### M3 wires, run 1

Scale: 3 px per µm.
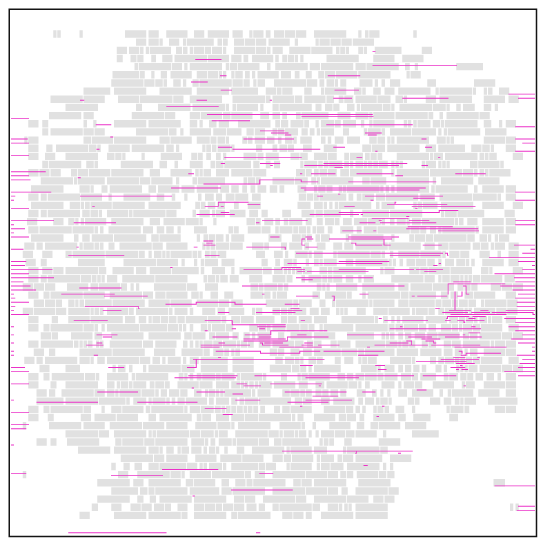
### Congestion heat map, run 1

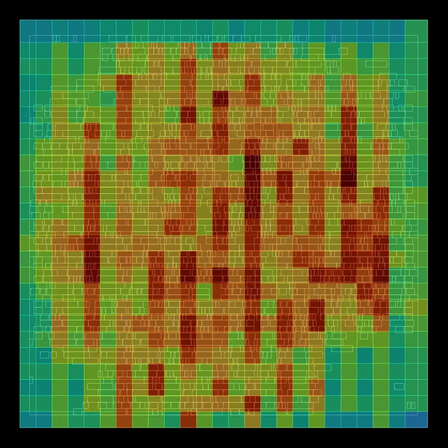
### Pin placement, run 1

Scale: 3 px per µm. Pins as bars across the die edge, other pins in grey.
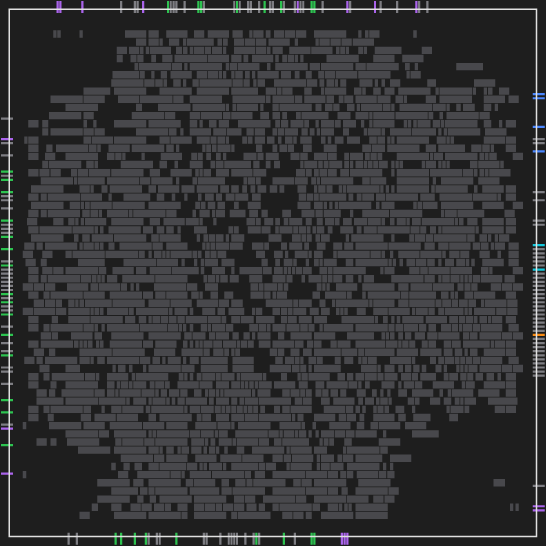
### Routed metal per tile, run 1

Scale: 2 px per µm. The die is cut into 35 by 35 equal tiles; dark blue is low, red is high, scaled to the fullest tile. Values are wire area over tile area, all layers added.
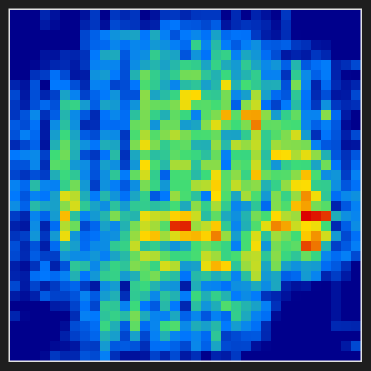
===== src/rtl/delay_alloc_ctrl_pkg.sv =====
// Shared definitions for the delay-line allocator: FSM encoding, descriptor widths, pending-request record.
package delay_alloc_ctrl_pkg;

  localparam int DAC_ADDR_WIDTH = 16;
  localparam int DAC_MAX_DELAYS = 16;
  localparam int DAC_DATA_WIDTH = 16;
  localparam int DAC_REQ_WIDTH  = 32;
  localparam int DAC_IDX_WIDTH  = $clog2(DAC_MAX_DELAYS);

  typedef enum logic [1:0] {
    S_IDLE,
    S_CHECK,
    S_CLEAR,
    S_PUBLISH
  } alloc_state_e;

  typedef struct packed {
    logic [DAC_REQ_WIDTH-1:0] size;
    logic [DAC_REQ_WIDTH-1:0] init_delay;
  } alloc_req_t;

endpackage


===== src/rtl/delay_alloc_ctrl_if.sv =====
// Bundle between control unit, delay RAM and per-pipeline delay tables; slave side is the allocator.
interface delay_alloc_ctrl_if
  import delay_alloc_ctrl_pkg::*;
#(
  parameter int ADDR_WIDTH = DAC_ADDR_WIDTH,
  parameter int DATA_WIDTH = DAC_DATA_WIDTH,
  parameter int IDX_WIDTH  = DAC_IDX_WIDTH,
  parameter int REQ_WIDTH  = DAC_REQ_WIDTH
);

  logic [1:0]            alloc_req;
  logic [REQ_WIDTH-1:0]  alloc_size;
  logic [REQ_WIDTH-1:0]  alloc_init_delay;
  logic [1:0]            free_pipeline;
  logic                  busy;
  logic                  alloc_done;
  logic                  alloc_fail;
  logic [1:0]            desc_we;
  logic [IDX_WIDTH-1:0]  desc_index;
  logic [ADDR_WIDTH-1:0] desc_base;
  logic [ADDR_WIDTH-1:0] desc_size;
  logic [ADDR_WIDTH-1:0] desc_rd_ptr;
  logic                  mem_we;
  logic [ADDR_WIDTH-1:0] mem_addr;
  logic [DATA_WIDTH-1:0] mem_wdata;

  modport master (
    output alloc_req, alloc_size, alloc_init_delay, free_pipeline,
    input  busy, alloc_done, alloc_fail, desc_we, desc_index, desc_base,
           desc_size, desc_rd_ptr, mem_we, mem_addr, mem_wdata
  );

  modport slave (
    input  alloc_req, alloc_size, alloc_init_delay, free_pipeline,
    output busy, alloc_done, alloc_fail, desc_we, desc_index, desc_base,
           desc_size, desc_rd_ptr, mem_we, mem_addr, mem_wdata
  );

endinterface


===== src/rtl/delay_alloc_ctrl_clear_seq.sv =====
// Zero-fill walker: one RAM write per cycle from base to base+len-1; last flags the final word.
module delay_clear_seq
  import delay_alloc_ctrl_pkg::*;
#(
  parameter int ADDR_WIDTH = DAC_ADDR_WIDTH
) (
  input  logic                  clk,
  input  logic                  reset,
  input  logic [ADDR_WIDTH-1:0] i_base,
  input  logic [ADDR_WIDTH-1:0] i_len,
  input  logic                  i_start,
  input  logic                  i_abort,
  output logic                  o_mem_we,
  output logic [ADDR_WIDTH-1:0] o_mem_addr,
  output logic                  o_last
);

  logic                  r_active;
  logic [ADDR_WIDTH-1:0] r_addr;
  logic [ADDR_WIDTH-1:0] r_remain;

  // Abort wins over start so a freed pipeline never begins a new walk.
  always_ff @(posedge clk) begin
    if (reset) begin
      r_active <= 1'b0;
      r_addr   <= '0;
      r_remain <= '0;
    end else if (i_abort) begin
      r_active <= 1'b0;
    end else if (i_start) begin
      r_active <= 1'b1;
      r_addr   <= i_base;
      r_remain <= i_len;
    end else if (r_active) begin
      r_addr   <= r_addr + ADDR_WIDTH'(1);
      r_remain <= r_remain - ADDR_WIDTH'(1);
      if (r_remain == ADDR_WIDTH'(1)) begin
        r_active <= 1'b0;
      end
    end
  end

  assign o_mem_we   = r_active;
  assign o_mem_addr = r_addr;
  assign o_last     = r_active && (r_remain == ADDR_WIDTH'(1));

endmodule


===== src/rtl/delay_alloc_ctrl.sv =====
// Per-pipeline bump allocator over the shared delay RAM: checks, zero-fills and publishes delay regions.
module delay_alloc_ctrl
  import delay_alloc_ctrl_pkg::*;
#(
  parameter int ADDR_WIDTH = DAC_ADDR_WIDTH,
  parameter int MAX_DELAYS = DAC_MAX_DELAYS,
  parameter int DATA_WIDTH = DAC_DATA_WIDTH
) (
  input  logic              clk,
  input  logic              reset,
  delay_alloc_ctrl_if.slave bus
);

  localparam int IDX_W  = $clog2(MAX_DELAYS);
  localparam int SLOT_W = $clog2(MAX_DELAYS + 1);
  localparam int CMP_W  = DAC_REQ_WIDTH + 1;
  localparam logic [CMP_W-1:0] HALF_WORDS = {{(CMP_W-1){1'b0}}, 1'b1} << (ADDR_WIDTH - 1);

  alloc_state_e          r_state;
  logic                  r_cur_p;
  alloc_req_t            r_cur;
  alloc_req_t            r_pend [2];
  logic [1:0]            r_pend_v;
  logic [ADDR_WIDTH-1:0] r_bump [2];
  logic [SLOT_W-1:0]     r_slot [2];
  logic                  r_fail;
  logic [IDX_W-1:0]      r_desc_index;
  logic [ADDR_WIDTH-1:0] r_desc_base;
  logic [ADDR_WIDTH-1:0] r_desc_size;
  logic [ADDR_WIDTH-1:0] r_desc_rd_ptr;

  logic                  w_free_cur;
  logic [1:0]            w_pend_eff;
  logic                  w_pick;
  logic [ADDR_WIDTH-1:0] w_bump_cur;
  logic [SLOT_W-1:0]     w_slot_cur;
  logic [CMP_W-1:0]      w_room;
  logic                  w_fail;
  logic [ADDR_WIDTH-1:0] w_base;
  logic                  w_start;
  logic                  w_abort;
  logic                  w_last;
  logic                  w_publish;

  // A pending request for a pipeline being freed this cycle is not eligible.
  assign w_free_cur = bus.free_pipeline[r_cur_p];
  assign w_pend_eff = r_pend_v & ~bus.free_pipeline;
  assign w_pick     = ~w_pend_eff[0];
  assign w_bump_cur = r_bump[r_cur_p];
  assign w_slot_cur = r_slot[r_cur_p];
  assign w_room     = HALF_WORDS - {{(CMP_W-ADDR_WIDTH){1'b0}}, w_bump_cur};

  // Size is compared one bit wider than the request so huge sizes cannot wrap into range.
  assign w_fail = (r_cur.size == '0)
               || ({1'b0, r_cur.size} > w_room)
               || (r_cur.init_delay >= r_cur.size)
               || (w_slot_cur == SLOT_W'(MAX_DELAYS));

  assign w_base    = {r_cur_p, w_bump_cur[ADDR_WIDTH-2:0]};
  assign w_start   = (r_state == S_CHECK) && !w_free_cur && !w_fail;
  assign w_abort   = (r_state == S_CLEAR) && w_free_cur;
  assign w_publish = (r_state == S_PUBLISH) && !w_free_cur;

  delay_clear_seq #(
    .ADDR_WIDTH (ADDR_WIDTH)
  ) u_clear (
    .clk        (clk),
    .reset      (reset),
    .i_base     (w_base),
    .i_len      (r_cur.size[ADDR_WIDTH-1:0]),
    .i_start    (w_start),
    .i_abort    (w_abort),
    .o_mem_we   (bus.mem_we),
    .o_mem_addr (bus.mem_addr),
    .o_last     (w_last)
  );

  // Free is applied before a same-cycle request so the new request survives the release.
  always_ff @(posedge clk) begin
    if (reset) begin
      r_state       <= S_IDLE;
      r_cur_p       <= 1'b0;
      r_cur         <= '0;
      r_pend_v      <= '0;
      r_fail        <= 1'b0;
      r_desc_index  <= '0;
      r_desc_base   <= '0;
      r_desc_size   <= '0;
      r_desc_rd_ptr <= '0;
      for (int p = 0; p < 2; p++) begin
        r_pend[p] <= '0;
        r_bump[p] <= '0;
        r_slot[p] <= '0;
      end
    end else begin
      r_fail <= 1'b0;
      for (int p = 0; p < 2; p++) begin
        if (bus.free_pipeline[p]) begin
          r_bump[p]   <= '0;
          r_slot[p]   <= '0;
          r_pend_v[p] <= 1'b0;
        end
        if (bus.alloc_req[p]) begin
          r_pend_v[p] <= 1'b1;
          r_pend[p]   <= {bus.alloc_size, bus.alloc_init_delay};
        end
      end

      unique case (r_state)
        S_IDLE: begin
          if (|w_pend_eff) begin
            r_cur_p <= w_pick;
            r_cur   <= r_pend[w_pick];
            r_state <= S_CHECK;
            if (!bus.alloc_req[w_pick]) begin
              r_pend_v[w_pick] <= 1'b0;
            end
          end
        end
        S_CHECK: begin
          if (w_free_cur) begin
            r_state <= S_IDLE;
          end else if (w_fail) begin
            r_fail  <= 1'b1;
            r_state <= S_IDLE;
          end else begin
            r_state <= S_CLEAR;
          end
        end
        S_CLEAR: begin
          if (w_free_cur) begin
            r_state <= S_IDLE;
          end else if (w_last) begin
            r_state       <= S_PUBLISH;
            r_desc_index  <= w_slot_cur[IDX_W-1:0];
            r_desc_base   <= w_base;
            r_desc_size   <= r_cur.size[ADDR_WIDTH-1:0];
            r_desc_rd_ptr <= w_base + r_cur.init_delay[ADDR_WIDTH-1:0];
          end
        end
        S_PUBLISH: begin
          r_state <= S_IDLE;
          if (!w_free_cur) begin
            r_bump[r_cur_p] <= w_bump_cur + r_cur.size[ADDR_WIDTH-1:0];
            r_slot[r_cur_p] <= w_slot_cur + SLOT_W'(1);
          end
        end
      endcase
    end
  end

  assign bus.busy        = (r_state != S_IDLE) || (|r_pend_v);
  assign bus.alloc_done  = w_publish;
  assign bus.alloc_fail  = r_fail;
  assign bus.desc_we     = {w_publish & r_cur_p, w_publish & ~r_cur_p};
  assign bus.desc_index  = r_desc_index;
  assign bus.desc_base   = r_desc_base;
  assign bus.desc_size   = r_desc_size;
  assign bus.desc_rd_ptr = r_desc_rd_ptr;
  assign bus.mem_wdata   = '0;

endmodule

===== src/flat_wrapper.sv =====
// flat-port wrapper written by rule: the top's interface ports become plain ports
module delay_alloc_ctrl_flat import delay_alloc_ctrl_pkg::*;
#(
  parameter int ADDR_WIDTH = DAC_ADDR_WIDTH,
  parameter int MAX_DELAYS = DAC_MAX_DELAYS,
  parameter int DATA_WIDTH = DAC_DATA_WIDTH
)
  (clk, reset, bus_alloc_req, bus_alloc_size, bus_alloc_init_delay, bus_free_pipeline, bus_busy, bus_alloc_done, bus_alloc_fail, bus_desc_we, bus_desc_index, bus_desc_base, bus_desc_size, bus_desc_rd_ptr, bus_mem_we, bus_mem_addr, bus_mem_wdata);
  delay_alloc_ctrl_if #(.ADDR_WIDTH(ADDR_WIDTH), .DATA_WIDTH(DATA_WIDTH)) bus_i ();
  input  logic clk;
  input  logic reset;
  input wire logic [$bits(bus_i.alloc_req)-1:0] bus_alloc_req;
  input wire logic [$bits(bus_i.alloc_size)-1:0] bus_alloc_size;
  input wire logic [$bits(bus_i.alloc_init_delay)-1:0] bus_alloc_init_delay;
  input wire logic [$bits(bus_i.free_pipeline)-1:0] bus_free_pipeline;
  output wire logic [$bits(bus_i.busy)-1:0] bus_busy;
  output wire logic [$bits(bus_i.alloc_done)-1:0] bus_alloc_done;
  output wire logic [$bits(bus_i.alloc_fail)-1:0] bus_alloc_fail;
  output wire logic [$bits(bus_i.desc_we)-1:0] bus_desc_we;
  output wire logic [$bits(bus_i.desc_index)-1:0] bus_desc_index;
  output wire logic [$bits(bus_i.desc_base)-1:0] bus_desc_base;
  output wire logic [$bits(bus_i.desc_size)-1:0] bus_desc_size;
  output wire logic [$bits(bus_i.desc_rd_ptr)-1:0] bus_desc_rd_ptr;
  output wire logic [$bits(bus_i.mem_we)-1:0] bus_mem_we;
  output wire logic [$bits(bus_i.mem_addr)-1:0] bus_mem_addr;
  output wire logic [$bits(bus_i.mem_wdata)-1:0] bus_mem_wdata;
  assign bus_i.alloc_req = bus_alloc_req;
  assign bus_i.alloc_size = bus_alloc_size;
  assign bus_i.alloc_init_delay = bus_alloc_init_delay;
  assign bus_i.free_pipeline = bus_free_pipeline;
  assign bus_busy = bus_i.busy;
  assign bus_alloc_done = bus_i.alloc_done;
  assign bus_alloc_fail = bus_i.alloc_fail;
  assign bus_desc_we = bus_i.desc_we;
  assign bus_desc_index = bus_i.desc_index;
  assign bus_desc_base = bus_i.desc_base;
  assign bus_desc_size = bus_i.desc_size;
  assign bus_desc_rd_ptr = bus_i.desc_rd_ptr;
  assign bus_mem_we = bus_i.mem_we;
  assign bus_mem_addr = bus_i.mem_addr;
  assign bus_mem_wdata = bus_i.mem_wdata;
  delay_alloc_ctrl #(.ADDR_WIDTH(ADDR_WIDTH), .MAX_DELAYS(MAX_DELAYS), .DATA_WIDTH(DATA_WIDTH)) u_core (.clk(clk), .reset(reset), .bus(bus_i));
endmodule

===== config.mk =====
export PLATFORM = sky130hd
export DESIGN_NAME = delay_alloc_ctrl_flat
export DESIGN_NICKNAME = d
export VERILOG_FILES = /design/src/rtl/delay_alloc_ctrl_pkg.sv /design/src/rtl/delay_alloc_ctrl_if.sv /design/src/rtl/delay_alloc_ctrl_clear_seq.sv /design/src/rtl/delay_alloc_ctrl.sv /design/src/flat_wrapper.sv
export SDC_FILE = /design/constraint.sdc
export NUM_CORES = 1
export LEC_CHECK = 0
export CORE_MARGIN = 4
export CORE_UTILIZATION = 58
export DETAILED_ROUTE_END_ITERATION = 10
export GPL_TIMING_DRIVEN = 0
export PLACE_DENSITY = 0.89
export REMOVE_ABC_BUFFERS = 1
export SYNTH_ARGS = -nofsm -noshare
export SYNTH_HDL_FRONTEND = slang
export SYNTH_SLANG_ARGS = --single-unit

===== constraint.sdc =====
create_clock -name clk -period 5.75 [get_ports clk]
set_clock_uncertainty 0.2 [all_clocks]
set_input_delay 1.15 -clock clk [delete_from_list [all_inputs] [get_ports clk]]
set_output_delay 1.15 -clock clk [all_outputs]
set_load 0.005 [all_outputs]

==> results.yml, run 1 <==
# synthesis and place-and-route metrics
pwr:
  power.share.combinational_pct: 15.1
  clock_power_share_pct: 36.7
  top_power_group: "registers"
  p_leak_nw: 7.19
  sw_frac_of_total_pct: 26.6
  largest_voltage_drop_on_the_vdd_net_v: 0.000272
sta:
  setup_tns_ns: 0
  final_min_period_over_clock_period_pct: 95.5
  finalSetupViolCount: 0
  maxClockFrequency_ghz: 0.182
clocking:
  number_of_buffers_inserted_during_clock_tree_synthesis: 35
  clock-sinks: 326
  clkSlewWorstSetupHoldPaths_ns: 0.06
  cts_hold_buffers: 0
setup_path:
  crit_family: "simple AND/OR/NAND/NOR gates"
  worstSetupEndpoint: "u_core.u_clear.o_mem_addr[1]"
  worst-r2r-setup-slack_ns: 0.26
  worst_r2r_path_depth: 15
grt:
  gr-usage-met1_pct: 32.9
  globalRouteOverflowTotal: 0
  antenna_violations_before_repair: 1
  met2_usage_pct: 43.6
min_path:
  whs_endpoint: "u_core.bus.desc_base[4]"
logic_synthesis:
  post-synth-top-area-fraction_pct: 31.5
  yosysMostFrequentCell: "edfxtp_1"
  synth.yosys.num_cells: 1523
  logic_family: "simple AND/OR/NAND/NOR gates"
  synth_top_flop_cell: "edfxtp_1"
  synthesis.area_per_instance_um2: 10.7
  synthDominantAreaCellType: "edfxtp_1"
  netlist_area_um2: 16200
  synth-adder-area-share_pct: 8.03
  asyncSetResetFlopFracSynth_pct: 0
layout:
  antenna_cells: 0
  layout.cells.non_filler: 2036
  number_of_flip_flops_under_the_largest_register_name: 128
  layout.cells.largest_class: "sequential cells"
  most-common-layout-cells: "edfxtp_1 (170), nor2_1 (158), dfxtp_1 (155)"
  seqAreaFraction_pct: 43.0
routing:
  drt_first_pass_iters: 7
  top_layer_used: "met5"
  drt_wl_total_um: 40800
  vias: 12300
placed_design:
  post-place-ws_ns: -1.02
  post-place-cells: 1972
  detailed_place_hpwl_um: 27900
  io_buffers: 143
flow_run:
  max-cap-violations: 0
  openroad.warnings: 29
outcome:
  status: "finished, final reports clean"
die:
  placementRows: 60
About 'M3 wires':
The layer holds 7.7% of the routed length. The longest straight run is 55.0 µm.

About 'Congestion heat map':
GR Util met3: 4.39%
Most Used Layer, Global Route: met2

About 'Pin placement':
Blue stands for `bus_desc_index`, pins 4, direction output, edge right. Purple stands for `bus_mem_wdata`, pins 16, direction output, edge 8 top, 3 bottom, 3 left, 2 right. Orange stands for `bus_alloc_done`, pins 1, direction output, edge right. Green stands for `bus_alloc_init_delay`, pins 32, direction input, edge 15 left, 9 bottom, 8 top. Cyan stands for `bus_desc_we`, pins 2, direction output, edge right.
All pins by edge: 46 right, 45 left, 41 top, 28 bottom.

About 'Routed metal per tile':
The densest ninth of the die: middle. 20% of the tiles are over half the peak. The fullest tile reaches 0.75. The emptiest ninth of the die: top left.

### Metal 2, run 1

Scale: 3 px per µm.
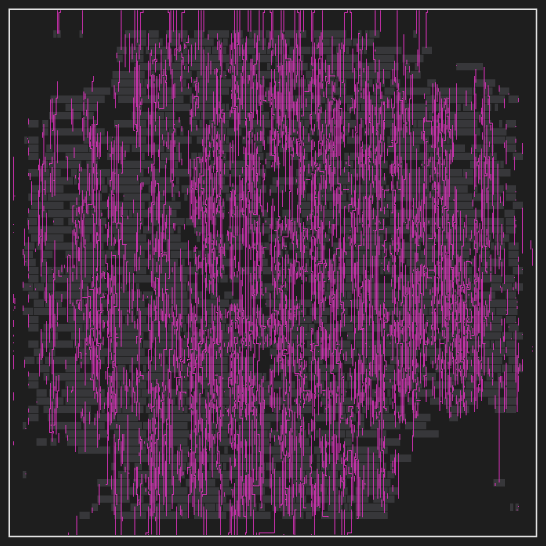

==> run 2: changes to the inputs <==
Settings changed: ABC_AREA set to 1.
### Metal 2, run 2

Scale: 3 px per µm.
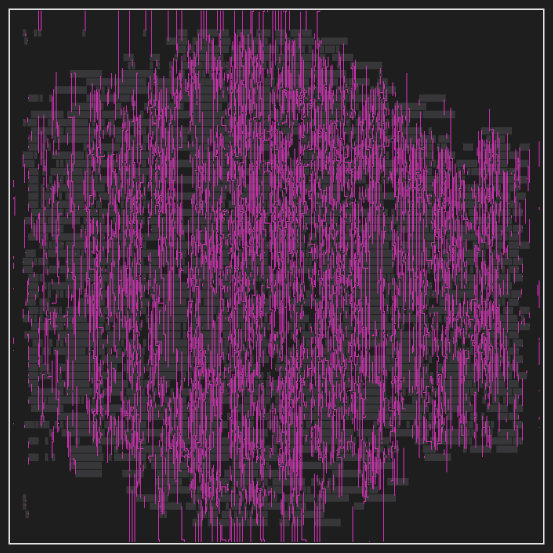
The wires run mostly vertical. The layer holds 48% of the routed length.

==> run 2 against run 1 <==
Against the previous run:
- wire length increased by 5.1%
- highest routed layer is now met4
- via count is 15% higher
- die area grew 2.7%
- combinational power grew about 70%
- fmax rose by 1.2%
- hold slack better by 0.041 ns
- global-route usage rose by 0.81 points
- sequential share of layout area shrank 0.99 points
- clock power is 6% higher
- flip-flop count did not move
- largest cell class unchanged
==> results.yml, run 2 <==
# synthesis and place-and-route metrics
setup_path:
  crit_slowest_cell: "dfxtp_4"
  worst_r2r_path_depth: 23
  worst-r2r-setup-slack_ns: 0.32
  worst_path_most_repeated_cell: "nand2_1"
pwr:
  power.share.combinational_pct: 22.6
  top_power_group: "registers"
  p_leak_nw: 8.51
  clock_power_share_pct: 34.2
  sw_frac_of_total_pct: 30.7
  largest_voltage_drop_on_the_vdd_net_v: 0.000189
die:
  placementRows: 61
  nWellTaps: 378
grt:
  groute.layer.met3.usage_pct: 4.20
  gr-usage-met1_pct: 32.2
  busiest_layer: "met2"
  globalRouteOverflowTotal: 0
  met2_usage_pct: 45.6
  largest_net_degree_at_the_start_of_global_routing: 78
sta:
  setup_tns_ns: 0
  finalSetupViolCount: 0
  final_min_period_over_clock_period_pct: 94.4
  maxClockFrequency_ghz: 0.184
placed_design:
  post-place-cells: 2399
  post-place-ws_ns: -0.300
  post_dp_cell_area_um2: 18400
  detailed_place_hpwl_um: 29100
  io_buffers: 143
layout:
  antenna_cells: 0
  seqAreaFraction_pct: 42.1
  layout.cells.largest_class: "sequential cells"
  layout.cells.non_filler: 2464
  number_of_flip_flops_under_the_largest_register_name: 128
  area.growth.synth_to_final_pct: 17.3
outcome:
  status: "finished, final reports clean"
routing:
  vias: 14100
  top_layer_used: "met4"
logic_synthesis:
  synth_top_flop_cell: "edfxtp_1"
  logic_family: "simple AND/OR/NAND/NOR gates"
  asyncSetResetFlopFracSynth_pct: 0
  netlist_area_um2: 16700
  ys_area_um2: 16700
  yosysMostFrequentCell: "nand2_1"
  synthXorXnorAreaFrac_pct: 3.41
  synth.yosys.num_cells: 1955
  synthDominantAreaCellType: "edfxtp_1"
  post-synth-top-area-fraction_pct: 30.6
  synth-adder-area-share_pct: 7.81
  synthesis.area_per_instance_um2: 8.54
flow_run:
  max-cap-violations: 0
  openroad.warnings: 30
clocking:
  cts_hold_buffers: 0
  cts_tree: "built"
  clock-sinks: 326
### M3 wires, run 2

Scale: 3 px per µm.
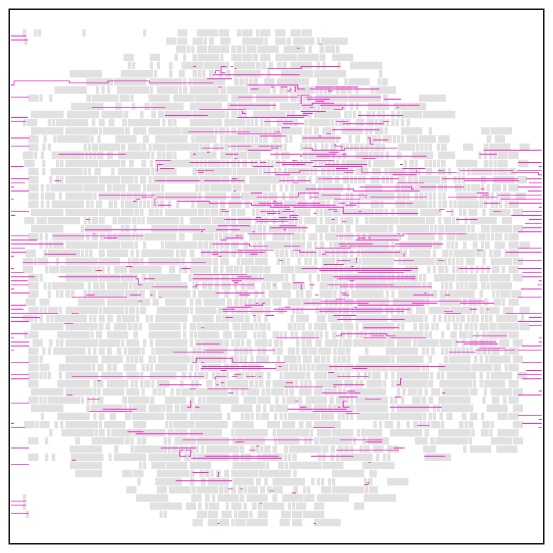

==> run 3: changes to the inputs <==
Settings changed: MAX_ROUTING_LAYER set to met4.
Clock period 5.75 ns to 5.68 ns, I/O delays scaled along.
### M3 wires, run 3

Scale: 3 px per µm.
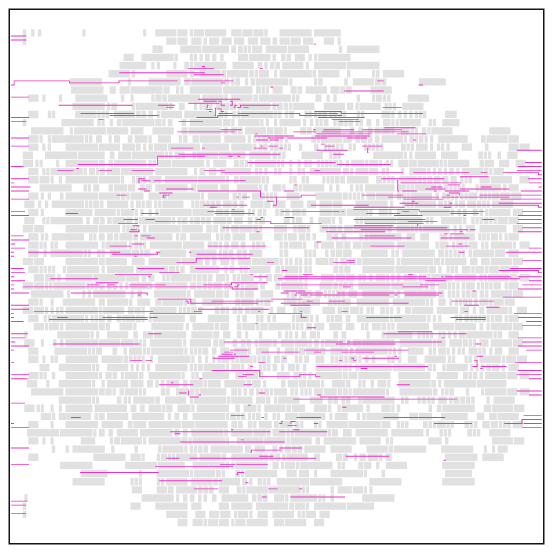
The layer holds 9.5% of the routed length. The layer carries 4130 µm of wire. The wires run mostly horizontal. 290 nets have wire on it.

==> run 3 against run 2 <==
Against the previous run:
- critical path depth fell by 18
- first-iteration DRC count fell by 3.4%
- critical endpoint is now u_core.r_bump[1][6]
- largest cell class unchanged
- hold slack got worse by 0.0016 ns
- via count fell by 0.93%
- wire length rose by 1.0%
- worst setup slack improved by 0.066 ns
- clock-buffer cell count rose by 6
- combinational power barely moved
- synthesized cell count did not move
- area after synthesis did not move
- register-to-register slack improved by 0.15 ns
==> results.yml, run 3 <==
# synthesis and place-and-route metrics
outcome:
  status: "finished, final reports clean"
logic_synthesis:
  synthDominantAreaCellType: "edfxtp_1"
  synth-adder-area-share_pct: 7.81
  yosys.area_share.simple_pct: 18.7
  post-synth-top-area-fraction_pct: 30.6
  netlist_area_um2: 16700
  logic_family: "simple AND/OR/NAND/NOR gates"
  synth-edff-count: 170
  yosysMostFrequentCell: "nand2_1"
  synthXorXnorAreaFrac_pct: 3.41
  ys_area_um2: 16700
  asyncSetResetFlopFracSynth_pct: 0
  synthAoiAreaFrac_pct: 12.1
  synthesis.area_per_instance_um2: 8.54
  synth_top_flop_cell: "edfxtp_1"
  numSynthFlops: 326
  synth.yosys.num_cells: 1955
setup_path:
  worstSetupEndpoint: "u_core.r_bump[1][6]"
  worst_r2r_path_depth: 23
  critical_path_type: "input port to flip-flop"
  crit_slowest_cell: "clkdlybuf4s50_1"
  critical_path_cell_sequence: "clkdlybuf4s50_1, inv_4, buf_16, nand2_1, nand3_1"
  r2r_end: "u_core.u_clear.o_mem_addr[15]"
  worst-r2r-setup-slack_ns: 0.47
  crit_family: "buffers and inverters"
  crit_path_max_incr_delay_ns: 1.28
clocking:
  clkSlewWorstSetupHoldPaths_ns: 0.06
  cts_hold_buffers: 0
  clock-sinks: 326
  cts_tree: "built"
  clock_tree.root_cell: "clkbuf_16"
  max-clock-path-buffers: 3
grt:
  met2_usage_pct: 47.2
  groute.layer.met3.usage_pct: 4.45
  largest_net_degree_at_the_start_of_global_routing: 73
  antenna_violations_before_repair: 0
  gr-usage-met1_pct: 32.5
  busiest_layer: "met2"
  globalRouteOverflowTotal: 0
  grt_pass1_vias: 14000
layout:
  top_regs: "u_core.r_pend: 128 flops, u_core.r_cur: 64 flops, u_core.r_bump: 32 flops"
  n_fill_cell: 2069
  antenna_cells: 0
  comb_area_share_pct: 36.6
  layout_top_cell_excl_fill_tap: "nand2_1"
  area.growth.synth_to_final_pct: 17.1
  post_route_cells_drive_above_1_share_pct: 4.79
  layout.cells.largest_class: "sequential cells"
  number_of_flip_flops_under_the_largest_register_name: 128
  layout.cells.non_filler: 2466
  seqAreaFraction_pct: 42.1
  non_clk_buf_share_pct: 8.92
min_path:
  min_path_type: "flip-flop to flip-flop"
die:
  placementRows: 61
  nWellTaps: 378
  die_h_um: 178
pwr:
  largest_voltage_drop_on_the_vdd_net_v: 0.000221
  p_leak_nw: 8.47
  top_power_group: "registers"
  power.density_cell_area_nw_per_um2: 325
  sw_frac_of_total_pct: 30.9
  internal_power_mw: 4.40
  power.share.combinational_pct: 23.2
  clock_power_share_pct: 32.8
routing:
  wl_met3_um: 4130
  drt_first_pass_iters: 6
  wl_per_cell_um: 17.6
  vias: 14000
  top_layer_used: "met4"
  drt_wl_total_um: 43300
  routedLengthMet1_um: 16100
sta:
  finalSetupViolCount: 0
  final_min_period_over_clock_period_pct: 93.1
  setup_tns_ns: 0
  rel_slew_slack_pct: 18.6
  maxClockFrequency_ghz: 0.189
placed_design:
  detailed_place_hpwl_um: 29600
  io_buffers: 143
  post-place-ws_ns: -0.371
  post_dp_cell_area_um2: 18500
  post-place-cells: 2401
flow_run:
  max-cap-violations: 0
  openroad.warnings: 29
Power is estimated from default activity; no workload was simulated.
